## config.mk

```make
export PLATFORM = sky130hd
export DESIGN_NAME = serial_add_ctrl
export DESIGN_NICKNAME = d
export VERILOG_FILES = /design/src/rtl/serial_add_ctrl.sv
export SDC_FILE = /design/constraint.sdc
export NUM_CORES = 1
export LEC_CHECK = 0
export CAP_MARGIN = 5
export CORE_ASPECT_RATIO = 0.9
export CORE_MARGIN = 8
export CORE_UTILIZATION = 46
export CTS_CLUSTER_SIZE = 30
export DETAILED_ROUTE_END_ITERATION = 7
export PLACE_DENSITY_LB_ADDON = 0.05
export SLEW_MARGIN = 25
export SYNTH_ARGS = -nofsm -noshare
export SYNTH_HDL_FRONTEND = slang
export SYNTH_HIERARCHICAL = 1
export SYNTH_SLANG_ARGS = --single-unit
```

## constraint.sdc

```tcl
create_clock -name clk -period 1.45 [get_ports clk]
set_clock_uncertainty 0.2 [all_clocks]
set_input_delay 0.29 -clock clk [delete_from_list [all_inputs] [get_ports clk]]
set_output_delay 0.29 -clock clk [all_outputs]
set_load 0.01 [all_outputs]
```

## src/rtl/serial_add_ctrl.sv

```systemverilog
// Bit-serial WIDTH-bit adder: one full-adder slice sequenced LSB first, carry kept in a register.
// Latency: done pulses WIDTH edges after the accepting edge; minimum issue interval WIDTH+2 cycles.
// Backpressure: none; start is sampled only in IDLE and is dropped (not queued) while RUN/DONE.

module halfadder (
  input  logic x,
  input  logic y,
  output logic s,
  output logic cout
);
  assign s    = x ^ y;
  assign cout = x & y;
endmodule

module serial_add_ctrl #(
  parameter int WIDTH = 8
) (
  input  logic             clk,
  input  logic             rst,
  input  logic             start,
  input  logic [WIDTH-1:0] a,
  input  logic [WIDTH-1:0] b,
  output logic             busy,
  output logic             done,
  output logic [WIDTH-1:0] sum,
  output logic             cout
);
  localparam int CW = $clog2(WIDTH + 1);
  localparam logic [CW-1:0] LAST = CW'(WIDTH - 1);

  typedef enum logic [1:0] {IDLE, RUN, DONE} state_t;

  state_t           state;
  logic [WIDTH-1:0] a_sh, b_sh, acc, acc_next;
  logic             carry_q;
  logic [CW-1:0]    cnt;
  logic             ha0_s, ha0_c, ha1_c, s_bit, c_next;

  halfadder ha0 (.x(a_sh[0]), .y(b_sh[0]), .s(ha0_s), .cout(ha0_c));
  halfadder ha1 (.x(ha0_s),   .y(carry_q), .s(s_bit), .cout(ha1_c));

  assign c_next   = ha0_c | ha1_c;
  // Shift the new bit in from the top; the truncating form also covers WIDTH=1.
  assign acc_next = WIDTH'({s_bit, acc} >> 1);

  always_ff @(posedge clk) begin
    if (rst) begin
      state   <= IDLE;
      busy    <= 1'b0;
      done    <= 1'b0;
      sum     <= '0;
      cout    <= 1'b0;
      cnt     <= '0;
      carry_q <= 1'b0;
      acc     <= '0;
      a_sh    <= '0;
      b_sh    <= '0;
    end else begin
      case (state)
        IDLE: begin
          done <= 1'b0;
          if (start) begin
            a_sh    <= a;
            b_sh    <= b;
            carry_q <= 1'b0;
            cnt     <= '0;
            busy    <= 1'b1;
            state   <= RUN;
          end
        end
        RUN: begin
          a_sh    <= a_sh >> 1;
          b_sh    <= b_sh >> 1;
          acc     <= acc_next;
          carry_q <= c_next;
          cnt     <= cnt + CW'(1);
          if (cnt == LAST) begin
            sum   <= acc_next;
            cout  <= c_next;
            busy  <= 1'b0;
            done  <= 1'b1;
            state <= DONE;
          end
        end
        DONE: begin
          done  <= 1'b0;
          state <= IDLE;
        end
        default: begin
          busy  <= 1'b0;
          done  <= 1'b0;
          state <= IDLE;
        end
      endcase
    end
  end
endmodule

```

==> metrics.cfg, run 1 <==
[critical_path]
worst_path_dominant_cell_family=adder cells
critPathSlowestCell=sky130_fd_sc_hd__dfxtp_1
cpPeakStageDelay_ps=320
r2r.worst_path.cells=4
r2r_end=sum[7]
reg2reg_setup_slack_ps=40

[cts]
tritoncts.num_buffers=5
clk_path_buf_depth=2

[yosys]
synth.ff_latch_count=41
synth_simple_gate_area_share_pct=17.7
number_of_synthesized_flops_with_an_enable_pin=0
synthesis.nets=220
ys_seq_share_pct=47.6

[timing]
worst_hold_slack_ps=267
setup_viol_count_final=0
max-slew-margin-rel_pct=81.3
max_clock_freq_mhz=707

[cells_and_area]
layout_clock_buffers=7
fin_area_mm2=0.00233
nFlopsAndLatches=41
multiInputCombCellCount=138
top_area_cell_class=logic gates
most-common-layout-cells=sky130_fd_sc_hd__dfxtp_1 (37), sky130_fd_sc_hd__nor2_1 (28), sky130_fd_sc_hd__buf_4 (22), sky130_fd_sc_hd__a21oi_1 (20), sky130_fd_sc_hd__clkdlybuf4s50_1 (18)
finalCoreUtilization_pct=63.9

[power]
p_comb_uw=315
powerClk_uw=941
clock_power_share_pct=38.1
p_comb_share_pct=12.8
irDropWorstVdd_mv=0.770

[run_status]
status=complete, no violations

[drt]
detail_route.drc_violations=0
vias=1571
finalWirelength_um=4280
postRouteAntennaNets=0

[die]
die_area_mm2=0.00597
floorplan.initialDensity_pct=47.2

[placement]
dpl-instance-area_mm2=0.00217

[global_routing]
grtUsageMet1_pct=18.1
grtUsageMet2_pct=23.9
grt_pass1_wl_um=7040

[run 1: layer usage]
layer	wire length [um]	share of wire (%)
met1	2060	48
met2	1970	46
met3	217	5.1
met4	34	0.79
met5	0	0
[run 1: how the worst min path moves through the flow]
stage / startpoint / end / slack [ps] / cells after the start
after CTS: acc[1] / acc[1] / 260 / 2
after detailed placement: acc[1] / acc[1] / 250 / 2
after global placement: carry_q / carry_q / 240 / 2
final: acc[1] / sum[0] / 270 / 2
after global routing: carry_q / carry_q / 300 / 2
after floorplan: carry_q / carry_q / 240 / 2
[run 1: worst register-to-register path, stage by stage (launching register included)]
cell and delay [ps]:
sky130_fd_sc_hd__dfxtp_1 320, sky130_fd_sc_hd__ha_1 300, sky130_fd_sc_hd__ha_1 310, sky130_fd_sc_hd__nand3_1 80, sky130_fd_sc_hd__a21oi_1 130
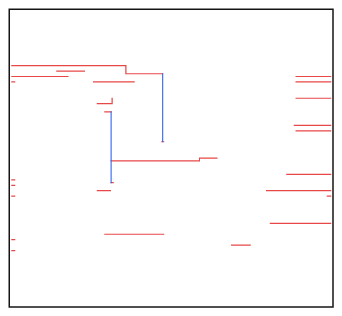
*Signal wires by layer, run 1*
(4 px per um) Two of the layers only.
[M4] blue | wire length: 34.7 um
[M3] red | wire length: 218 um

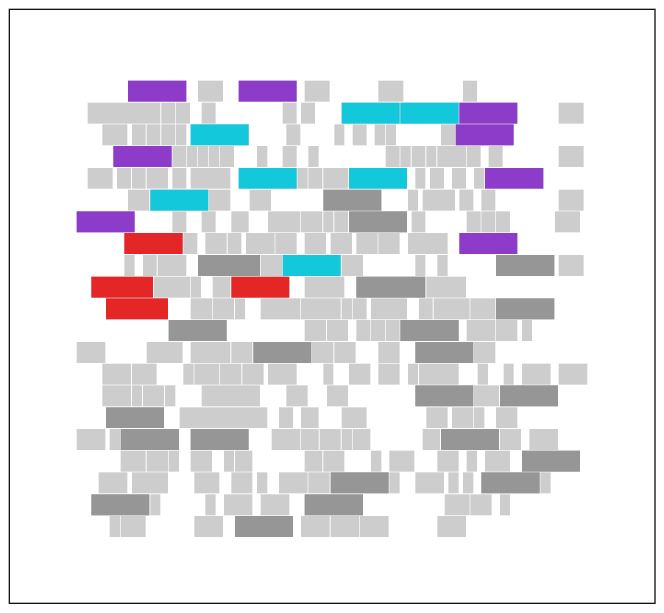
*Sequential cells coloured by netlist name, run 1*
(8 px per um) Other sequential cells in the stronger grey, the rest of the logic in the fainter grey.
[`cnt`] red | flops: 4 | where: middle left
[`sum`] purple | flops: 8
[`acc`] cyan | flops: 7

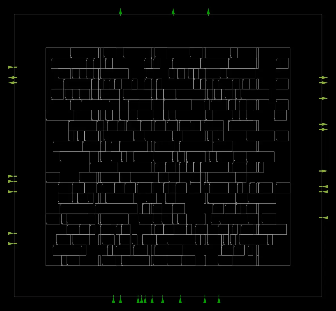
*Placed standard cells, run 1*
number of well taps: 46
count of fill cells added during filler insertion: 315

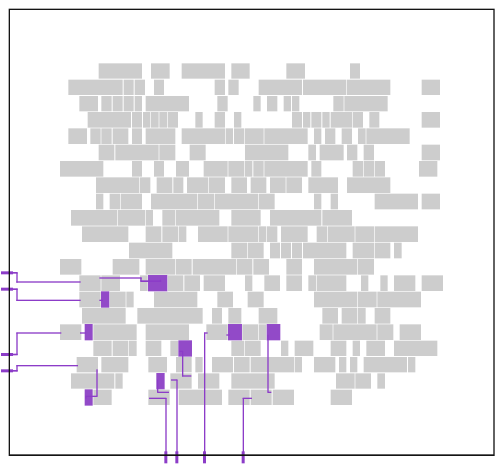
*Port wiring, run 1*
(6 px per um)
[`a`] purple | bits: 8 | direction: input | end cells: 8 | wire: 144 um

### Wiring heat map, run 1

(4 px per um) 16 x 15 tiles, from dark blue (low) to red (high), scaled to the fullest tile. Values are wire area over tile area, all layers added.
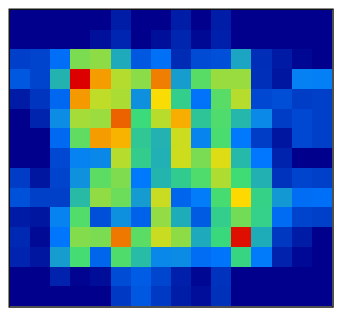

## Run 2: what changed since run 1
--- a/config.mk
+++ b/config.mk
@@ -14,3 +14,3 @@
 export PLACE_DENSITY_LB_ADDON = 0.05
-export SLEW_MARGIN = 25
+export SLEW_MARGIN = 15
 export SYNTH_ARGS = -nofsm -noshare
--- a/constraint.sdc
+++ b/constraint.sdc
@@ -4,2 +4,2 @@
 set_output_delay 0.29 -clock clk [all_outputs]
-set_load 0.01 [all_outputs]
+set_load 0.005 [all_outputs]
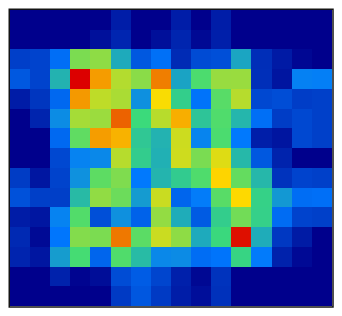
*Wiring heat map, run 2*
(4 px per um) 16 x 15 tiles, from dark blue (low) to red (high), scaled to the fullest tile. Values are wire area over tile area, all layers added.
nearly empty tiles: 23%
fullest tile: 0.43
densest ninth of the die: centre
mean over tiles: 0.11

==> metrics.cfg, run 2 <==
[run_status]
status=complete, no violations

[yosys]
synth-xor-area-share_pct=0
yosysUniqueCellTypes=32
ys_seq_share_pct=47.6  ; unchanged
synth.ff_latch_count=41  ; unchanged
synthesis.nets=220  ; unchanged
number_of_synthesized_flops_with_an_enable_pin=0  ; unchanged
synth_simple_gate_area_share_pct=17.7  ; unchanged

[power]
p_comb_share_pct=12.7  ; about the same
power-top-group=registers
pwr.group.sequential_uw=1210
sequentialPowerShare_pct=49.1
irDropWorstVdd_mv=0.770  ; about the same

[cells_and_area]
multiInputCombCellCount=138  ; unchanged
layout_clock_buffers=7  ; unchanged
nFlopsAndLatches=41  ; unchanged
fill_cells=314  ; -0.32%
top_area_cell_class=logic gates
most-common-layout-cells=sky130_fd_sc_hd__dfxtp_1 (35), sky130_fd_sc_hd__nor2_1 (28), sky130_fd_sc_hd__buf_4 (22), sky130_fd_sc_hd__a21oi_1 (20), sky130_fd_sc_hd__clkdlybuf4s50_1 (18)

[die]
floorplan.tapcells=46  ; unchanged
floorplan.initialDensity_pct=47.2  ; unchanged
die_area_mm2=0.00597  ; unchanged

[timing]
period_needed_ps=1410
setup_viol_count_final=0  ; unchanged
max-slew-margin-rel_pct=81.2  ; about the same
worst_hold_slack_ps=267  ; unchanged

[worst_hold_path]
hold_path_startpoint=acc[1]
worst_hold_path.endpoint=sum[0]
min_path_cells=2  ; unchanged

[drt]
postRouteAntennaNets=0  ; unchanged
vias=1571  ; unchanged

[critical_path]
critPathSlowestCell=sky130_fd_sc_hd__dfxtp_1
r2r.worst_path.cells=4  ; unchanged
reg2reg_setup_slack_ps=40  ; about the same
cpPeakStageDelay_ps=320  ; about the same

[placement]
dpl-instance-area_mm2=0.00217  ; unchanged

[cts]
tritoncts.num_buffers=5  ; unchanged
clk_path_buf_depth=2  ; unchanged

run 2: per-layer routing:
layer | global-route usage, % | up-vias | part of all wire, %
met1 | 18.1 | 736 | 48
met2 | 23.9 | 34 | 46
met5 | 0 | - | 0
li1 | - | 796 | -
met3 | 3.74 | 5 | 5.1
met4 | 4.64 | 0 | 0.79
run 2: tightest hold or removal path, stage by stage (launching register included):
cell	delay, ps
sky130_fd_sc_hd__dfxtp_1	320
sky130_fd_sc_hd__nand3_2	50
sky130_fd_sc_hd__a21oi_1	50
run 2: per-stage QoR:
step	total power (uW)	util [%]	setup WS (ps)
final	2470	63.9	36.5
after global routing	2570	63.9	-1.27
after CTS	2470	62.6	13.8
after detailed placement	1530	59.4	-357
after global placement	1520	59.4	-274
after floorplan	1400	-	58.9
Power is estimated from default activity; no workload was simulated.
